===== src/rtl/spi_master_pkg.sv =====
// Shared types, parameter limits and counter sizing for the SPI master link.
package spi_master_pkg;

  typedef enum logic [1:0] {IDLE, SETUP, XFER, GAP} state_t;

  localparam int DATA_W_MIN  = 8;
  localparam int DATA_W_MAX  = 32;
  localparam int CLK_DIV_MIN = 1;

  // Width of a counter that must be able to hold max_val.
  function automatic int cnt_width(input int max_val);
    return $clog2(max_val + 1);
  endfunction

endpackage


===== src/rtl/spi_half_tick.sv =====
// Reloadable down-counter: one-cycle tick every CLK_DIV enabled cycles, held at reload while cleared.
module spi_half_tick
  import spi_master_pkg::*;
#(
  parameter int CLK_DIV = 4
) (
  input  logic clk,
  input  logic rst_n,
  input  logic en,
  input  logic clr,
  output logic tick
);

  localparam int CNT_W = cnt_width(CLK_DIV);
  localparam logic [CNT_W-1:0] RELOAD = CNT_W'(CLK_DIV - 1);

  logic [CNT_W-1:0] cnt_reg;

  assign tick = en && (cnt_reg == '0);

  always_ff @(posedge clk or negedge rst_n) begin
    if (!rst_n) begin
      cnt_reg <= RELOAD;
    end else if (clr || tick) begin
      cnt_reg <= RELOAD;
    end else if (en) begin
      cnt_reg <= cnt_reg - CNT_W'(1);
    end
  end

endmodule


===== src/rtl/spi_master_link.sv =====
// SPI mode-0 master, MSB first: one full-duplex DATA_W-bit word per accepted request.
module spi_master_link
  import spi_master_pkg::*;
#(
  parameter int DATA_W  = 32,
  parameter int CLK_DIV = 4
) (
  input  logic              clk_clk,
  input  logic              reset_reset_n,
  input  logic              tx_valid,
  output logic              tx_ready,
  input  logic [DATA_W-1:0] tx_data,
  output logic              rx_valid,
  output logic [DATA_W-1:0] rx_data,
  output logic              busy,
  output logic              spi_SCLK,
  output logic              spi_MOSI,
  input  logic              spi_MISO,
  output logic              spi_SS_n
);

  generate
    if (DATA_W < DATA_W_MIN || DATA_W > DATA_W_MAX || CLK_DIV < CLK_DIV_MIN) begin : g_param_check
      $error("spi_master_link: DATA_W must be 8..32 and CLK_DIV must be >= 1");
    end
  endgenerate

  localparam int BIT_W = cnt_width(DATA_W);

  state_t            state_reg, state_next;
  logic [BIT_W-1:0]  bit_cnt_reg, bit_cnt_next;
  logic [DATA_W-1:0] tx_sh_reg, tx_sh_next;
  logic [DATA_W-1:0] rx_sh_reg, rx_sh_next;
  logic [DATA_W-1:0] rx_data_reg, rx_data_next;
  logic              sclk_reg, sclk_next;
  logic              mosi_reg, mosi_next;
  logic              ss_n_reg, ss_n_next;
  logic              tx_ready_reg, tx_ready_next;
  logic              busy_reg, busy_next;
  logic              rx_valid_reg, rx_valid_next;
  logic              accept;
  logic              tick;

  spi_half_tick #(.CLK_DIV(CLK_DIV)) u_half_tick (
    .clk   (clk_clk),
    .rst_n (reset_reset_n),
    .en    (state_reg != IDLE),
    .clr   (state_reg == IDLE),
    .tick  (tick)
  );

  always_ff @(posedge clk_clk or negedge reset_reset_n) begin
    if (!reset_reset_n) begin
      state_reg    <= IDLE;
      bit_cnt_reg  <= '0;
      tx_sh_reg    <= '0;
      rx_sh_reg    <= '0;
      rx_data_reg  <= '0;
      sclk_reg     <= 1'b0;
      mosi_reg     <= 1'b0;
      ss_n_reg     <= 1'b1;
      tx_ready_reg <= 1'b1;
      busy_reg     <= 1'b0;
      rx_valid_reg <= 1'b0;
    end else begin
      state_reg    <= state_next;
      bit_cnt_reg  <= bit_cnt_next;
      tx_sh_reg    <= tx_sh_next;
      rx_sh_reg    <= rx_sh_next;
      rx_data_reg  <= rx_data_next;
      sclk_reg     <= sclk_next;
      mosi_reg     <= mosi_next;
      ss_n_reg     <= ss_n_next;
      tx_ready_reg <= tx_ready_next;
      busy_reg     <= busy_next;
      rx_valid_reg <= rx_valid_next;
    end
  end

  // bit_cnt counts bits whose SCLK falling edge is still ahead.
  always_comb begin
    state_next    = state_reg;
    bit_cnt_next  = bit_cnt_reg;
    tx_sh_next    = tx_sh_reg;
    rx_sh_next    = rx_sh_reg;
    rx_data_next  = rx_data_reg;
    sclk_next     = sclk_reg;
    mosi_next     = mosi_reg;
    ss_n_next     = ss_n_reg;
    tx_ready_next = tx_ready_reg;
    busy_next     = busy_reg;
    rx_valid_next = 1'b0;
    accept        = 1'b0;

    case (state_reg)
      IDLE: begin
        accept = tx_valid && tx_ready_reg;
      end
      SETUP: begin
        if (tick) begin
          sclk_next  = 1'b1;
          rx_sh_next = {rx_sh_reg[DATA_W-2:0], spi_MISO};
          state_next = XFER;
        end
      end
      XFER: begin
        if (tick) begin
          if (sclk_reg) begin
            sclk_next    = 1'b0;
            bit_cnt_next = bit_cnt_reg - BIT_W'(1);
            if (bit_cnt_reg != BIT_W'(1)) begin
              tx_sh_next = {tx_sh_reg[DATA_W-2:0], 1'b0};
              mosi_next  = tx_sh_reg[DATA_W-2];
            end
          end else if (bit_cnt_reg == '0) begin
            ss_n_next     = 1'b1;
            mosi_next     = 1'b0;
            rx_valid_next = 1'b1;
            rx_data_next  = rx_sh_reg;
            state_next    = GAP;
          end else begin
            sclk_next  = 1'b1;
            rx_sh_next = {rx_sh_reg[DATA_W-2:0], spi_MISO};
          end
        end
      end
      GAP: begin
        // A request already waiting is taken on the gap's last edge so
        // back-to-back words keep SS_n high for exactly one half period.
        if (tick) begin
          if (tx_valid) begin
            accept = 1'b1;
          end else begin
            tx_ready_next = 1'b1;
            busy_next     = 1'b0;
            state_next    = IDLE;
          end
        end
      end
      default: state_next = IDLE;
    endcase

    if (accept) begin
      tx_sh_next    = tx_data;
      mosi_next     = tx_data[DATA_W-1];
      bit_cnt_next  = BIT_W'(DATA_W);
      ss_n_next     = 1'b0;
      tx_ready_next = 1'b0;
      busy_next     = 1'b1;
      state_next    = SETUP;
    end
  end

  assign tx_ready = tx_ready_reg;
  assign rx_valid = rx_valid_reg;
  assign rx_data  = rx_data_reg;
  assign busy     = busy_reg;
  assign spi_SCLK = sclk_reg;
  assign spi_MOSI = mosi_reg;
  assign spi_SS_n = ss_n_reg;

endmodule


===== config.mk =====
export PLATFORM = sky130hd
export DESIGN_NAME = spi_master_link
export DESIGN_NICKNAME = d
export VERILOG_FILES = /design/src/rtl/spi_master_pkg.sv /design/src/rtl/spi_half_tick.sv /design/src/rtl/spi_master_link.sv
export SDC_FILE = /design/constraint.sdc
export NUM_CORES = 1
export LEC_CHECK = 0
export CORE_ASPECT_RATIO = 0.5
export CORE_MARGIN = 2
export CORE_UTILIZATION = 48
export DETAILED_ROUTE_END_ITERATION = 12
export PLACE_DENSITY = 0.8
export SYNTH_ARGS = -nofsm -noshare
export SYNTH_HDL_FRONTEND = slang
export SYNTH_SLANG_ARGS = --single-unit
export TNS_END_PERCENT = 20

===== constraint.sdc =====
create_clock -name clk_clk -period 2.2 [get_ports clk_clk]
set_input_delay 0.33 -clock clk_clk [delete_from_list [all_inputs] [get_ports clk_clk]]
set_output_delay 0.33 -clock clk_clk [all_outputs]
set_load 0.1 [all_outputs]

==> summary.txt, run 1 <==
Final setup viols: 0
Worst path top cell family by delay: flip-flops
count of tool warnings: 32
gr usage total: 16.7%
Chip Area, Yosys: 4840 µm²
outcome: complete, no violations
GP Congestion: 0.771
Post-CTS Setup Inserts: 0
DRT antenna net count: 0
Clock Power: 1.64 mW
most instantiated logic cells after routing: dfrtp_1 (108), mux2_2 (56), buf_4 (46), nand2_1 (43), clkdlybuf4s50_1 (34)
instance count on the critical path: 7
post-cts sizing count: 0
row cnt: 25
final slew viol count: 0
post-synthesis net count: 415
Peak VDD IR: 439 µV
combinational share of power: 17.3%
vias in the first global route: 2921
combinational cell power: 0.913 mW
Hold Path Depth: 1
Diodes inserted: 0
worst slew pin tran: 0.533 ns
Post-synth EDFFs: 0
Die Y: 75.0 µm
P_seq: 2.73 mW
Ys Warns: 0
final hold vios: 0
Max Cap Violations: 0
part of the power in registers: 51.7%
clk slew on worst S/H paths: 0.07 ns
Placed Cells incl. Taps: 573
Cell area leaders: dfrtp_1 (56%), mux2_2 (13%), mux2i_1 (6.4%)
drt first pass iters: 4
vias per cell: 5.02
Core Footprint: 9600 µm²
TritonCTS clock tree: built
Peak Freq: 471 MHz
WS Path Type: reg -> reg
clk_skew: 0.00549 ns
cell total in the yosys stat output: 369
synthesized area: 4840 µm²
fraction of layout cells with a size suffix above 1: 31.1%
flops & latches, synth: 112
CP Cell Sequence: inv_1 -> ha_2 -> ha_4 -> and2b_2 -> a31oi_4 -> clkbuf_16 -> mux2_2
# fillers: 750
setup tns final: 0 ns
Area Growth Syn to Fin: 25.4%
# hold bufs at CTS: 1
final hold slack: 0.452 ns
H-tree depth: 3
DRC viols: 0
vias: 2971
Latency at later pin: 0.34 ns
Leakage: 2.80 nW
most instantiated cells after synthesis: dfrtp_1 (108), mux2_2 (56), nand2_1 (43), mux2i_1 (31)
Top-area cell share: 55.9%
port bufs: 73
post-synth top area cell: dfrtp_1
routed wire length: 8680 µm
CP bufs+invs: 2
IO Pins: 74
crit path DRT: 2.43 ns
Design Area, Final: 6070 µm²
power share of the clock group: 31.0%
register share after synthesis: 58.0%
top-count cell post-synth: dfrtp_1
Clock Root Buffer: clkbuf_16
fin crit period: 2.12 ns
largest net degree at the start of global routing: 60
initial antenna violation count: 0
Psw: 1.51 mW
most instantiated logic cell after routing: dfrtp_1
RSZ-0062 raised after global routing: no
Post-DP Area: 5700 µm²
initial DRC count: 163
Largest stage delay, worst path: 0.53 ns
first-pass GRT wire length: 14100 µm
internal power: 3.77 mW
Worst Path Arrival: 2.35 ns
Switching Share: 28.6%
Setup crit start kind: flip-flop
Hold WC Path Type: reg -> reg
crit-path max FO: 8
Detail Placement HPWL: 5880 µm
average size of a mapped cell: 13.1 µm²
chip area: 10900 µm²
post-synthesis cell type count: 42
crit end category: flip-flop
period utilization: 96.5%
CTS Buf Count: 9
Reg2Reg Depth: 7
ys flop type: dfrtp_1
synthesized instance count: 369
nets: 498
slowest stage cell, crit path: dfstp_2
WL/cell: 14.7 µm
final std cells w/o fill: 592
Die Wd: 146 µm
total power: 5.28 mW
==> run 1: worst paths after layout <==
check | end | slack [ns] | start
setup / recovery | rx_sh_reg[10] | 0.08 | u_half_tick.cnt_reg[0]
hold / removal | u_half_tick.cnt_reg[0] | 0.45 | u_half_tick.cnt_reg[0]
setup reg to reg | rx_sh_reg[10] | 0.08 | u_half_tick.cnt_reg[0]
hold reg to reg | u_half_tick.cnt_reg[0] | 0.45 | u_half_tick.cnt_reg[0]
max in group asynchronous | spi_SS_n | 1.03 | reset_reset_n
min in group asynchronous | rx_data[6] | 0.47 | reset_reset_n
==> run 1: cell families (layout without fill, tap and decap cells) <==
family                     Yosys count  in the layout  synth area share, %
AOI/OAI and AO/OA                   51             51                 6.73
muxes                               95             95                 21.3
xor gates and xnor gates             4              4                0.724
DFF                                112            112                 58.0
adders and majority gates           10             10                 2.59
buffers and inverters               28            116                 3.49
and+or+nand+nor                     69             69                 7.11
==> run 1: layer usage <==
layer	wire (µm)	vias to the layer above	global-route usage, %
met4	77	0	5.56
li1	-	1452	-
met1	4170	1461	22.4
met2	4110	51	26.8
met3	321	7	4.85
met5	0	-	0
==> run 1: cell type report <==
type | count | area, µm² | area share (%)
tap | 135 | 169 | 2.78
clock buffer | 14 | 264 | 4.35
multi-input combinational | 229 | 1890 | 31.1
timing repair buffer | 90 | 863 | 14.2
sequential | 112 | 2810 | 46.3
inverter | 10 | 37.5 | 0.619
clock inverter | 2 | 37.5 | 0.619
==> run 1: metrics by stage <==
step                util [%]  worst slack [ns]
finish                  63.2            0.0776
global route            63.2           0.00999
CTS                     62.6            0.0190
detailed placement      59.3            0.0338
global placement        59.3            0.0766
floorplan                  -            0.0702
### Cell sizes after repair, run 1

Drawn at 3 px/µm.
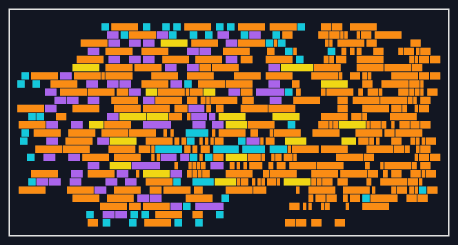
legend:
  orange:
    size: x1 and smaller
    cells: 315
    most_used: dfrtp_1
  cyan:
    size: x3 and x4
    cells: 53
    most_used: buf_4
  yellow:
    size: x6 and larger
    cells: 21
    most_used: clkbuf_16
  purple:
    size: x2
    cells: 68
    most_used: mux2_2

### Where the registers sit, run 1

Drawn at 3 px/µm. Other sequential cells in the stronger gray, the rest of the logic in the fainter gray.
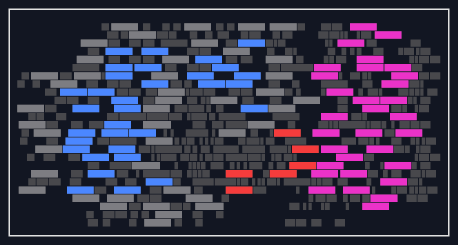
legend:
  red:
    name_in_the_netlist: bit_cnt_reg
    flops: 6
  magenta:
    name_in_the_netlist: tx_sh_reg
    flops: 31
  blue:
    name_in_the_netlist: rx_sh_reg
    flops: 32
not colored: 43

### Placed cells, one color a class, run 1

Drawn at 4 px/µm.
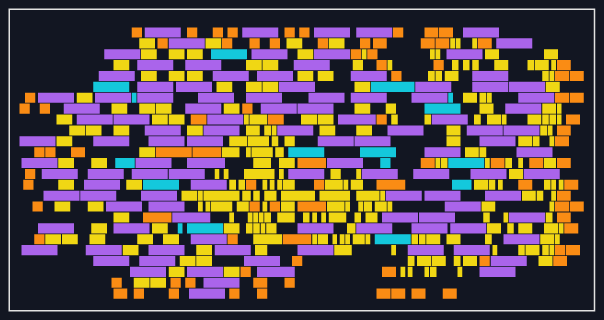
legend:
  cyan:
    class: clock drivers and dummy loads
    cells: 16
  yellow:
    class: remaining logic cells
    cells: 239
  orange:
    class: remaining buffers and delay cells
    cells: 90
  purple:
    class: registers
    cells: 112

### Placement view, run 1

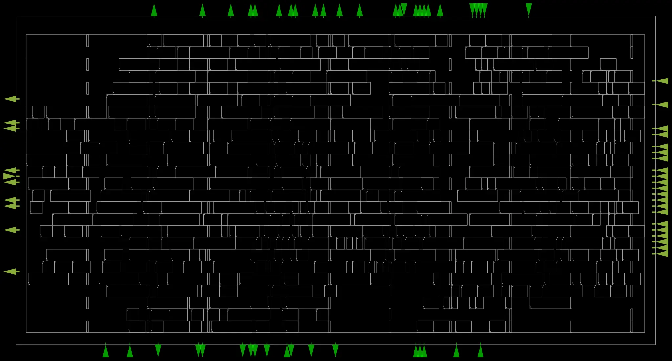

==> run 1 -> run 2 <==
--- a/config.mk
+++ b/config.mk
@@ -8,6 +8,7 @@
 export CORE_ASPECT_RATIO = 0.5
 export CORE_MARGIN = 2
 export CORE_UTILIZATION = 48
+export CTS_CLUSTER_SIZE = 25
 export DETAILED_ROUTE_END_ITERATION = 12
 export PLACE_DENSITY = 0.8
 export SYNTH_ARGS = -nofsm -noshare
==> constraint.sdc (replaced) <==
create_clock -name clk_clk -period 2.2 [get_ports clk_clk]
set_input_delay 0.55 -clock clk_clk [delete_from_list [all_inputs] [get_ports clk_clk]]
set_output_delay 0.55 -clock clk_clk [all_outputs]
set_load 0.1 [all_outputs]
### Placement view, run 2

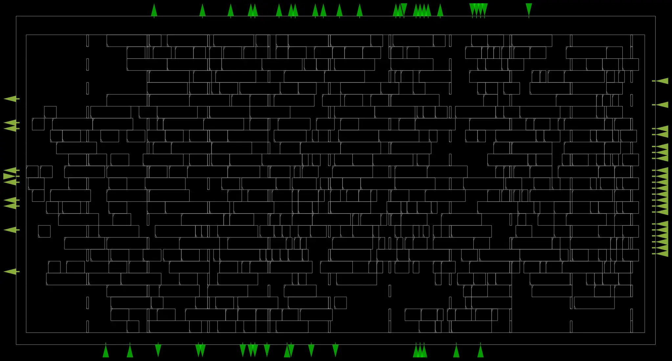
Core Footprint: 9600 µm²
Seq area share: 46.3%
row cnt: 25
TAP cells: 135
num sequential: 112

### Placed cells, one color a class, run 2

Drawn at 4 px/µm.
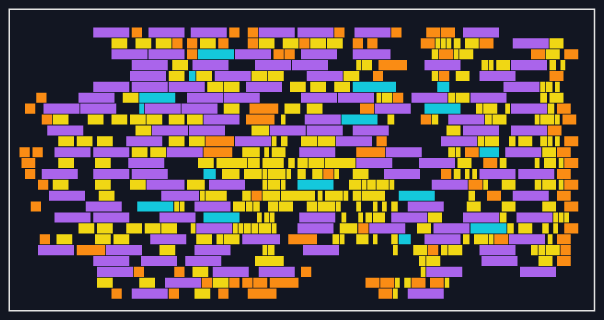
legend:
  yellow:
    class: remaining logic cells
    cells: 239
  orange:
    class: remaining buffers and delay cells
    cells: 88
  purple:
    class: registers
    cells: 112
  cyan:
    class: clock drivers and dummy loads
    cells: 16

==> summary.txt, run 2 <==
Top-area cell share: 55.9%
average size of a mapped cell: 13.1 µm²
initial antenna violation count: 0
GP Congestion: 0.774
post-synthesis net count: 415
port bufs: 73
outcome: complete, no violations
synthesized area: 4840 µm²
Reg2Reg Depth: 7
Leakage: 2.82 nW
final hold slack: 0.116 ns
final slew viol count: 0
Post-synth EDFFs: 0
DRC viols: 0
most instantiated logic cell after routing: dfrtp_1
worst slew pin tran: 0.561 ns
most instantiated logic cells after routing: dfrtp_1 (108), mux2_2 (56), buf_4 (44), nand2_1 (43), clkdlybuf4s50_1 (34)
clk slew on worst S/H paths: 0.07 ns
first-pass GRT wire length: 15000 µm
H-tree depth: 3
post-cts sizing count: 0
TritonCTS clock tree: built
drt first pass iters: 4
Latency at later pin: 0.35 ns
IO Pins: 74
DRT antenna net count: 0
top-count cell post-synth: dfrtp_1
cell total in the yosys stat output: 369
RSZ-0062 raised after global routing: no
Final setup viols: 0
Die Y: 75.0 µm
synthesized instance count: 369
flops & latches, synth: 112
CP endpoint: rx_sh_reg[18]
Peak Freq: 470 MHz
gr usage total: 17.6%
Area Growth Syn to Fin: 25.3%
CTS Buf Count: 9
period utilization: 96.7%
vias per cell: 4.98
Chip Area, Yosys: 4840 µm²
Cell area leaders: dfrtp_1 (56%), mux2_2 (13%), mux2i_1 (6.4%)
Detail Placement HPWL: 6050 µm
R2R setup slack: 0.07 ns
fraction of layout cells with a size suffix above 1: 31.0%
Placed Cells incl. Taps: 574
WS Path Type: reg -> reg
reg2reg start: u_half_tick.cnt_reg[0]
largest net degree at the start of global routing: 51
Diodes inserted: 0
post-synthesis cell type count: 42
register share after synthesis: 58.0%
crit end category: flip-flop
Max Root-Sink Buffers: 2
final std cells w/o fill: 590
chip area: 10900 µm²
Ys Warns: 0
Clock Root Buffer: clkbuf_16
Hold WC Path Type: in -> async
Worst Path Arrival: 2.36 ns
fin crit period: 2.13 ns
# hold bufs at CTS: 0
-- run 2: metal layers --
layer | track usage (%) | vias up | wire, µm
met3 | 4.48 | 11 | 281
met5 | 0 | - | 0
met4 | 6.32 | 0 | 117
met2 | 29.6 | 49 | 4130
li1 | - | 1439 | -
met1 | 22.7 | 1440 | 4190
-- run 2: logic make-up after synthesis --
logic type	count (synthesis)	synth area share, %
buffers and inverters	28	3.49
XOR/XNOR	4	0.724
AND-OR/OR-AND	51	6.73
adder cells (fa/ha/maj)	10	2.59
AND/OR/NAND/NOR	69	7.11
multiplexers	95	21.3
flip-flops	112	58.0
-- run 2: cell type report --
type                            count  area, µm²  share of cell area [%]
Clock buffer                       11        243                    4.00
Clock inverter                      5       61.3                    1.01
Inverter                           10       37.5                   0.619
Multi-Input combinational cell    229       1870                    30.9
Sequential cell                   112       2810                    46.3
Tap cell                          135        169                    2.79
Timing Repair Buffer               88        871                    14.4
-- run 2: stage by stage --
stage / power [mW] / setup slack [ns] / util (%) / area, µm²
5_1_grt: 5.62 / 0.00708 / 63.1 / 6060
4_1_cts: 5.39 / 0.0128 / 63.1 / 6060
3_5_place_dp: 3.72 / 0.0333 / 59.9 / 5750
3_3_place_gp: 3.67 / 0.0921 / 59.9 / 5750
6_report: 5.33 / 0.0728 / 63.1 / 6060
2_1_floorplan: 3.35 / 0.0702 / - / 4840
-- run 2: where the power goes --
part	internal [mW]	switching, mW	leakage (nW)
Clock	0.925	0.732	0.151
Combinational	0.405	0.529	1.24
Sequential	2.44	0.300	1.43
Total	3.77	1.56	2.82
-- run 2: worst max-delay path, stage by stage (launching register included) --
cell and delay, ns:
dfstp_2 0.53, inv_1 0.05, ha_1 0.19, ha_2 0.21, and2b_2 0.25, a31oi_4 0.25, buf_12 0.19, mux2_2 0.34
No activity file was given, so power comes from the tool's default toggle rates.
